Figure 1. Signal metal coverage by tile (run 1).
The die is cut into 12 by 12 equal tiles; black is low, pale yellow is high, scaled to the fullest tile. Values are wire area over tile area, all layers added.
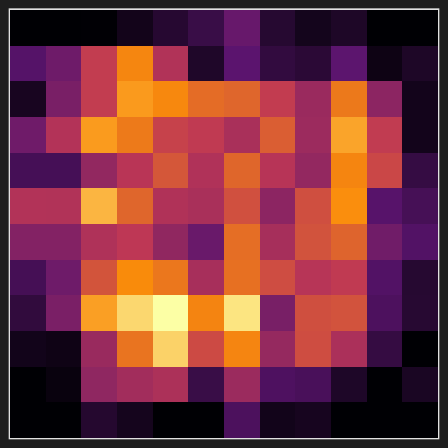
Figure 2. Placement by cell class (run 1).
The bar under the picture is 20 um long. Fill, decap, tap and diode cells in gray.
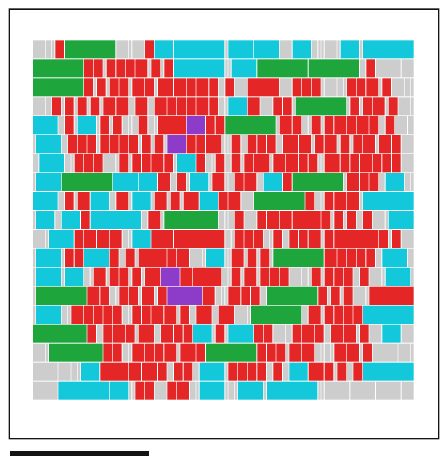
Figure 3. Routed metal, one color a layer (run 1).
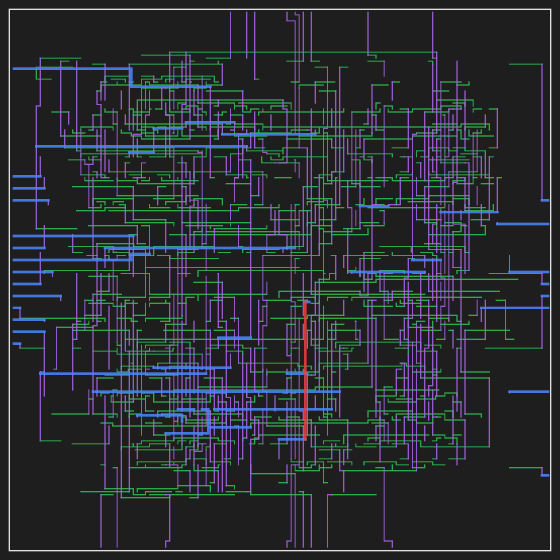
Figure 4. Met1 routing (run 1).
Supply wires on this layer in gray.
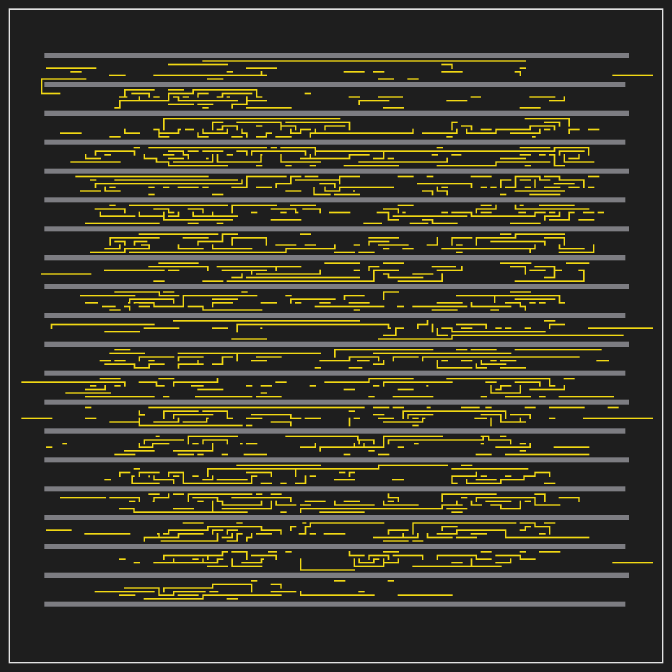
<file path="config.mk">
export PLATFORM = sky130hd
export DESIGN_NAME = bcd_counter_flat
export DESIGN_NICKNAME = d
export VERILOG_FILES = /design/src/rtl/bcd_pkg.sv /design/src/rtl/bcd_counter_if.sv /design/src/rtl/bcd_digit.sv /design/src/rtl/bcd_counter.sv /design/src/flat_wrapper.sv
export SDC_FILE = /design/constraint.sdc
export NUM_CORES = 1
export LEC_CHECK = 0
export ABC_AREA = 1
export CAP_MARGIN = 20
export CORE_MARGIN = 3
export CORE_UTILIZATION = 54
export DETAILED_ROUTE_END_ITERATION = 8
export PLACE_DENSITY_LB_ADDON = 0.25
export SYNTH_ARGS = -nofsm -noshare
export SYNTH_HDL_FRONTEND = slang
export SYNTH_SLANG_ARGS = --single-unit
</file>
<file path="constraint.sdc">
create_clock -name clk_i -period 2 [get_ports clk_i]
set_input_delay 0.4 -clock clk_i [delete_from_list [all_inputs] [get_ports clk_i]]
set_output_delay 0.4 -clock clk_i [all_outputs]
set_load 0.1 [all_outputs]
</file>
<file path="src/rtl/bcd_pkg.sv">
// Shared BCD constants and the nibble-validity helper used by the counter
// and its digit slices.
package bcd_pkg;

    localparam int unsigned DIGIT_W = 4;
    localparam logic [DIGIT_W-1:0] BCD_MAX = 4'd9;
    localparam logic [DIGIT_W-1:0] BCD_MIN = 4'd0;

    function automatic logic is_bcd(input logic [DIGIT_W-1:0] nibble);
        return (nibble <= BCD_MAX);
    endfunction

endpackage : bcd_pkg

</file>
<file path="src/rtl/bcd_counter_if.sv">
// Control and data bundle between the counter and its driver (divider/host).
// The master drives the strobes and load value; the slave is the counter.
interface bcd_counter_if #(
    parameter int unsigned NDIG = 4
);
    import bcd_pkg::*;

    logic                    tick_i;
    logic                    en_i;
    logic                    up_i;
    logic                    load_i;
    logic [DIGIT_W*NDIG-1:0] load_val_i;
    logic [DIGIT_W*NDIG-1:0] cnt_o;
    logic                    carry_o;
    logic                    err_o;

    modport master (
        output tick_i, en_i, up_i, load_i, load_val_i,
        input  cnt_o, carry_o, err_o
    );

    modport slave (
        input  tick_i, en_i, up_i, load_i, load_val_i,
        output cnt_o, carry_o, err_o
    );

endinterface : bcd_counter_if

</file>
<file path="src/rtl/bcd_digit.sv">
// One BCD decade: loads, steps up or down with 9<->0 roll, and reports
// whether it sits at 9 or 0 so the top level can build the step enables.
module bcd_digit
    import bcd_pkg::*;
(
    input  logic               clk_i,
    input  logic               rst_ni,
    input  logic               step_i,
    input  logic               up_i,
    input  logic               load_i,
    input  logic [DIGIT_W-1:0] load_d_i,
    output logic [DIGIT_W-1:0] digit_o,
    output logic               at_max_o,
    output logic               at_min_o
);

    logic [DIGIT_W-1:0] r_digit;

    // NOTE: reset is synchronous here, so it lives inside the clocked branch
    // and every state update uses non-blocking assignment.
    always_ff @(posedge clk_i) begin
        if (!rst_ni) begin
            r_digit <= BCD_MIN;
        end else if (load_i) begin
            r_digit <= load_d_i;
        end else if (step_i) begin
            if (up_i) begin
                r_digit <= (r_digit == BCD_MAX) ? BCD_MIN : r_digit + 4'd1;
            end else begin
                r_digit <= (r_digit == BCD_MIN) ? BCD_MAX : r_digit - 4'd1;
            end
        end
    end

    assign digit_o  = r_digit;
    assign at_max_o = (r_digit == BCD_MAX);
    assign at_min_o = (r_digit == BCD_MIN);

endmodule : bcd_digit

</file>
<file path="src/rtl/bcd_counter.sv">
// Multi-digit up/down BCD counter with validated parallel load and a
// registered wrap pulse; counts on tick_i & en_i.
module bcd_counter
    import bcd_pkg::*;
#(
    parameter int unsigned NDIG = 4
) (
    input  logic         clk_i,
    input  logic         rst_ni,
    bcd_counter_if.slave bus
);

    logic [NDIG:0]           w_pre_max;
    logic [NDIG:0]           w_pre_min;
    logic [NDIG-1:0]         w_at_max;
    logic [NDIG-1:0]         w_at_min;
    logic [NDIG-1:0]         w_step;
    logic [DIGIT_W*NDIG-1:0] w_cnt;
    logic                    w_load_ok;
    logic                    w_count;
    logic                    w_wrap;
    logic                    r_carry;
    logic                    r_err;

    // NOTE: the flag gets its default before the loop so no path leaves it
    // unassigned, which would otherwise infer a latch.
    always_comb begin
        w_load_ok = 1'b1;
        for (int k = 0; k < int'(NDIG); k++) begin
            if (!is_bcd(bus.load_val_i[k*DIGIT_W +: DIGIT_W])) begin
                w_load_ok = 1'b0;
            end
        end
    end

    // A coincident load wins over the tick, and the tick is simply lost.
    assign w_count = bus.tick_i & bus.en_i & ~bus.load_i;

    // Prefix ANDs: digit k steps when every lower digit is at the roll value.
    assign w_pre_max[0] = 1'b1;
    assign w_pre_min[0] = 1'b1;

    for (genvar k = 0; k < NDIG; k++) begin : g_digit
        assign w_pre_max[k+1] = w_pre_max[k] & w_at_max[k];
        assign w_pre_min[k+1] = w_pre_min[k] & w_at_min[k];
        assign w_step[k]      = w_count & (bus.up_i ? w_pre_max[k] : w_pre_min[k]);

        bcd_digit u_digit (
            .clk_i    (clk_i),
            .rst_ni   (rst_ni),
            .step_i   (w_step[k]),
            .up_i     (bus.up_i),
            .load_i   (bus.load_i & w_load_ok),
            .load_d_i (bus.load_val_i[k*DIGIT_W +: DIGIT_W]),
            .digit_o  (w_cnt[k*DIGIT_W +: DIGIT_W]),
            .at_max_o (w_at_max[k]),
            .at_min_o (w_at_min[k])
        );
    end

    assign w_wrap = w_count & (bus.up_i ? w_pre_max[NDIG] : w_pre_min[NDIG]);

    always_ff @(posedge clk_i) begin
        if (!rst_ni) begin
            r_carry <= 1'b0;
            r_err   <= 1'b0;
        end else begin
            r_carry <= w_wrap;
            r_err   <= bus.load_i & ~w_load_ok;
        end
    end

    assign bus.cnt_o   = w_cnt;
    assign bus.carry_o = r_carry;
    assign bus.err_o   = r_err;

endmodule : bcd_counter
</file>
<file path="src/flat_wrapper.sv">
// flat-port wrapper written by rule: the top's interface ports become plain ports
module bcd_counter_flat import bcd_pkg::*;
#(
    parameter int unsigned NDIG = 4
)
  (clk_i, rst_ni, bus_tick_i, bus_en_i, bus_up_i, bus_load_i, bus_load_val_i, bus_cnt_o, bus_carry_o, bus_err_o);
  bcd_counter_if #(.NDIG(NDIG)) bus_i ();
  input  logic clk_i;
  input  logic rst_ni;
  input wire logic [$bits(bus_i.tick_i)-1:0] bus_tick_i;
  input wire logic [$bits(bus_i.en_i)-1:0] bus_en_i;
  input wire logic [$bits(bus_i.up_i)-1:0] bus_up_i;
  input wire logic [$bits(bus_i.load_i)-1:0] bus_load_i;
  input wire logic [$bits(bus_i.load_val_i)-1:0] bus_load_val_i;
  output wire logic [$bits(bus_i.cnt_o)-1:0] bus_cnt_o;
  output wire logic [$bits(bus_i.carry_o)-1:0] bus_carry_o;
  output wire logic [$bits(bus_i.err_o)-1:0] bus_err_o;
  assign bus_i.tick_i = bus_tick_i;
  assign bus_i.en_i = bus_en_i;
  assign bus_i.up_i = bus_up_i;
  assign bus_i.load_i = bus_load_i;
  assign bus_i.load_val_i = bus_load_val_i;
  assign bus_cnt_o = bus_i.cnt_o;
  assign bus_carry_o = bus_i.carry_o;
  assign bus_err_o = bus_i.err_o;
  bcd_counter #(.NDIG(NDIG)) u_core (.clk_i(clk_i), .rst_ni(rst_ni), .bus(bus_i));
endmodule
</file>
==> job_summary.md, run 1 <==
## Synthesis and layout report

| Metric | Value |
|---|---|
| Core Util, Final | `between 80% and 90%` |
| Final Non-Filler Cells | `between 300 and 400` |
| WP buf/inv | `3` |
| Post-CTS Resized | `0` |
| Mapped cell area | `0.001658 mm2` |
| Yosys simple share | `53.28%` |
| Tool warnings | `26` |
| Worst R2R Path Depth | `8` |
| Area fraction in mux cells | `0%` |
| CP Cell Sequence | `clkdlybuf4s50_1 > nor2_1 > nor2_1 > nor2_1 > nand3_1 > buf_4 > nand2_1 > nor2_1 > o21ai_1 > inv_1` |
| Outcome | `finished clean` |
| Synth unique cells | `27` |
| Clk_lat worst skew | `0.30 ns` |
| Ys Warns | `0` |
| Reg area | `~360 um2` |
| Hold_sp | `u_core.g_digit[0].u_digit.digit_o[3]` |
| EDFF count, synth | `0` |
| Top sig layer | `met4` |
| VDD IR max | `373.1 uV` |
| Fmax | `0.5507 GHz` |
| Unrepaired setup endpoints after global routing | `no` |
| RePlAce Congestion | `0.8661` |
| Worst EP required | `approximately 2.2 ns` |
| CTS Sinks | `18` |
| Leakage power figure | `around 1.1 nW` |
| Initial antenna violation count | `0` |
| Layout area overhead | `36.60%` |
| Mean Syn Cell Area | `5.453 um2` |
| TNS Setup | `0 ns` |
| Xor/xnor share | `0.5283%` |
| First-pass GRT wire length | `7245 um` |
Back to the opening pictures, Figure 1:
The densest ninth of the die: center. 10% of the tiles are nearly empty. The mean over all tiles is 0.19.

Back to the opening pictures, Figure 2:
remaining buffers and delay cells: drawn in cyan, cells 53. clock drivers and dummy loads: drawn in purple, cells 4. combinational and other logic: drawn in red, cells 280. sequential cells: drawn in green, cells 18.

Back to the opening pictures, Figure 3:
metal 2: drawn in purple, wire length 2070 um. metal 4: drawn in red, wire length 15.6 um. metal 1: drawn in green, wire length 1950 um. metal 3: drawn in blue, wire length 301 um.

Back to the opening pictures, Figure 4:
The wires run mostly horizontal. The longest straight run is 30.4 um. The layer carries 1950 um of wire.

==> run 1: registers in the layout, indices dropped and copies added, names as in the netlist <==
signal	flops
u_core.g_digit.u_digit.digit_o	16
u_core.bus.err_o	1
u_core.bus.carry_o	1
==> run 1: power by group through the flow <==
| stage | combinational [mW] | sequential [mW] | clock, mW |
|---|---|---|---|
| after CTS | 0.526 | 0.419 | 0.235 |
| after global placement | 0.515 | 0.427 | 0 |
| final | 0.527 | 0.420 | 0.232 |
| after floorplan | 0.227 | 0.556 | 0 |
| after detailed placement | 0.523 | 0.427 | 0 |
| after global routing | 0.573 | 0.424 | 0.246 |
==> run 1: how the worst max path moves through the flow <==
stage | endpoint | slack (ns) | cells past startpoint
2_1_floorplan | u_core.g_digit[3].u_digit.digit_o[3] | 0.05 | 9
3_3_place_gp | u_core.g_digit[1].u_digit.digit_o[3] | -0.02 | 10
3_5_place_dp | u_core.g_digit[1].u_digit.digit_o[3] | -0.09 | 10
4_1_cts | u_core.g_digit[0].u_digit.digit_o[1] | 0.20 | 9
5_1_grt | u_core.g_digit[0].u_digit.digit_o[1] | 0.04 | 9
6_report | u_core.g_digit[1].u_digit.digit_o[3] | 0.18 | 10
==> run 1: stage by stage <==
step	worst slack [ns]	hold slack (ns)	total power [mW]	area, um2
after floorplan	0.04944	0.5433	0.7825	1662
after global placement	-0.01601	0.5199	0.9426	2228
after detailed placement	-0.09098	0.5191	0.9493	2228
after CTS	0.1974	0.5345	1.180	2265
after global routing	0.04096	0.5545	1.244	2265
final	0.1840	0.5375	1.179	2265
==> run 1: area by class of cell <==
type	instances	share of cell area [%]
inverters	42	7.569
flip-flops and latches	18	16.08
multi-input cells	238	48.18
repair buffers	53	24.86
clock buffers	4	1.602
well taps	31	1.713
Figure 5. Cell placement (run 1).
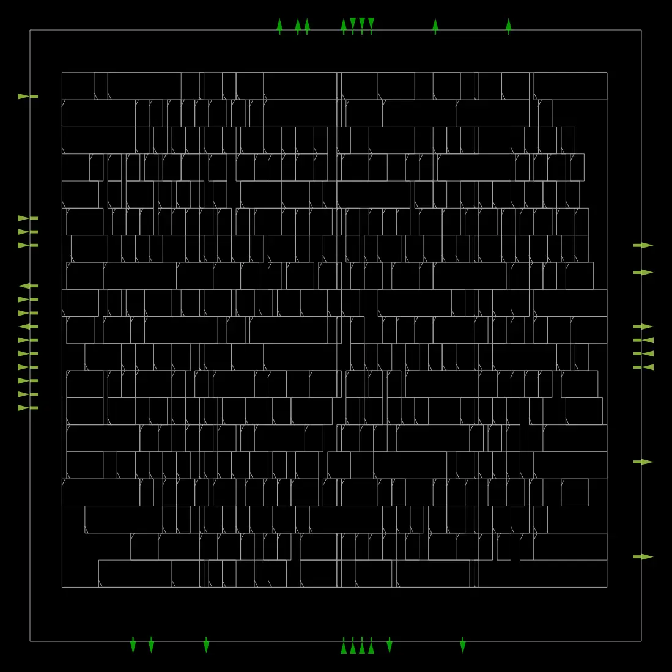

==> run 1 -> run 2 <==
==> constraint.sdc (replaced) <==
create_clock -name clk_i -period 2 [get_ports clk_i]
set_input_delay 0.4 -clock clk_i [delete_from_list [all_inputs] [get_ports clk_i]]
set_output_delay 0.4 -clock clk_i [all_outputs]
set_load 0.02 [all_outputs]
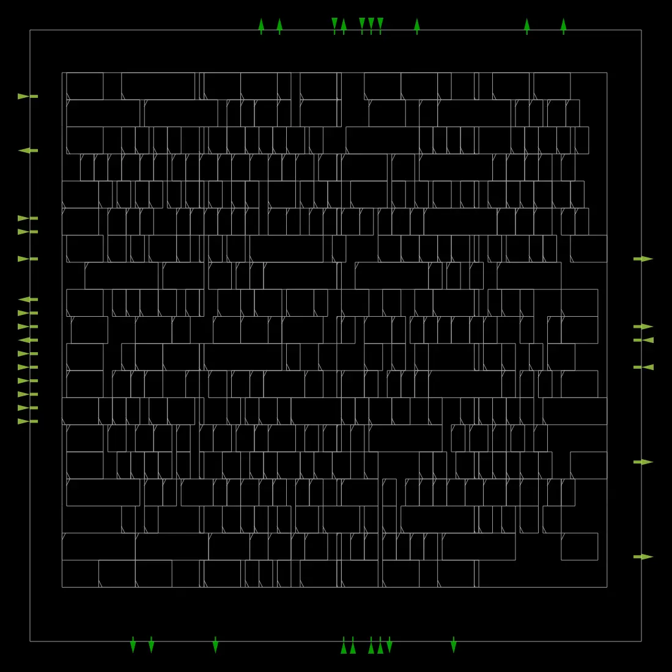
Figure 6: run 2, cell placement.
Tapcells: 31
flop share of the area: 16.76%
Final Non-Filler Cells: 381

==> job_summary.md, run 2 <==
## Synthesis and layout report

| Metric | Value |
|---|---|
| Layout area overhead | `30.11%` |
| Final instance area | `0.002157 mm2 (-4.8%)` |
| TNS Setup | `0 ns (unchanged)` |
| Unrepaired setup endpoints after global routing | `no` |
| Worst setup margin | `0.1127 ns (-0.07136 ns)` |
| CP Cell Sequence | `clkdlybuf4s50_1` |
| Worst EP required | `1.60 ns (-0.60 ns)` |
| Reg area | `361.6 um2 (-0.69%)` |
| Placement Cell Area | `0.002120 mm2 (-4.9%)` |
| Worst path depth | `1 (-9)` |
| P_seq | `0.413 mW (-2%)` |
| Outcome | `finished clean` |
| Combinational power | `0.381 mW (-28%)` |
| CTS Sinks | `18 (unchanged)` |
| Clk_lat worst skew | `0.30 ns (about the same)` |
| RePlAce Congestion | `0.8543 (-1.4%)` |
| VDD IR max | `334.7 uV (-10%)` |
| WP buf/inv | `1 (-2)` |
| Mapped cell area | `0.001658 mm2 (unchanged)` |
| Worst R2R Path Depth | `9 (+1)` |
| Tool warnings | `26 (unchanged)` |
| EDFF count, synth | `0 (unchanged)` |
| Fmax | `0.5299 GHz (-3.8%)` |
| Max reg flops | `16 (unchanged)` |
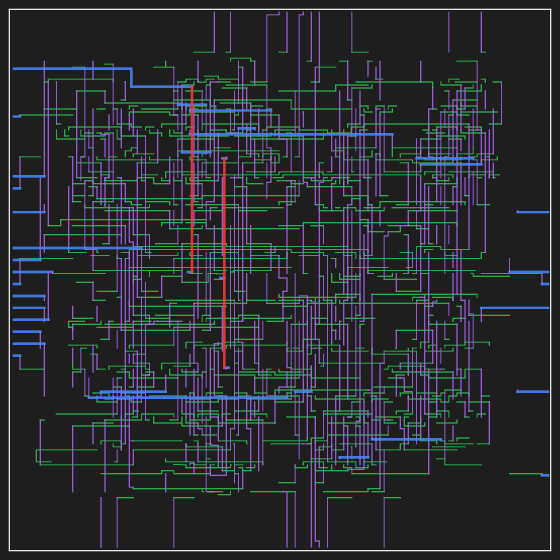
Figure 7: run 2, routed metal, one color a layer.
wire per inst: 11.05 um
Routed WL: 4209 um
total track usage: 24.28%
routed via count: 1968

run 2: cell types whose count changed in the layout (fill, tap and decap cells not counted), sizes merged:
cell,previous run,this run
buf,32,9
clkdlybuf4s50,21,39
run 2: final timing paths:
check | start | endpoint
worst min-delay path | u_core.g_digit[3].u_digit.digit_o[2] | u_core.g_digit[3].u_digit.digit_o[2]
worst max register to register | u_core.g_digit[0].u_digit.digit_o[3] | u_core.g_digit[3].u_digit.digit_o[3]
worst min register to register | u_core.g_digit[3].u_digit.digit_o[2] | u_core.g_digit[3].u_digit.digit_o[2]
worst max-delay path | u_core.g_digit[0].u_digit.digit_o[1] | bus_cnt_o[1]
run 2: kinds of logic after synthesis:
| logic type | count (synthesis) | synth area share, % |
|---|---|---|
| flops | 18 | 21.74 |
| compound gates | 38 | 12.00 |
| xor+xnor | 1 | 0.5284 |
| simple gates | 199 | 53.28 |
| buf+inv | 48 | 12.45 |
run 2: layout make-up:
type	instances	share of cell area, %
clock buffer	4	1.682
inverter	42	7.947
multi-input combinational	238	50.58
sequential	18	16.76
tap	31	1.798
timing repair buffer	48	21.23
run 2: through the flow:
| step | util, % | total power [mW] | cells | hold slack, ns |
|---|---|---|---|---|
| final | 76.25 | 1.033 | 381 | 0.5621 |
| after global routing | 76.25 | 1.097 | 381 | 0.6109 |
| after CTS | 76.21 | 1.034 | 381 | 0.5603 |
| after detailed placement | 74.92 | 0.7974 | 377 | 0.5438 |
| after global placement | 74.92 | 0.7904 | 377 | 0.5391 |
| after floorplan | - | 0.6610 | 304 | 0.5433 |
run 2: per-layer routing:
metal  GRT usage, %  vias to the layer above  part of all wire (%)
li1               -                     1042                     -
met1          29.67                      872                    44
met2          45.17                       49                    50
met3          2.306                        5                   4.5
met4          6.364                        0                   1.0
met5              0                        -                     0
Power and IR drop assume default switching activity.
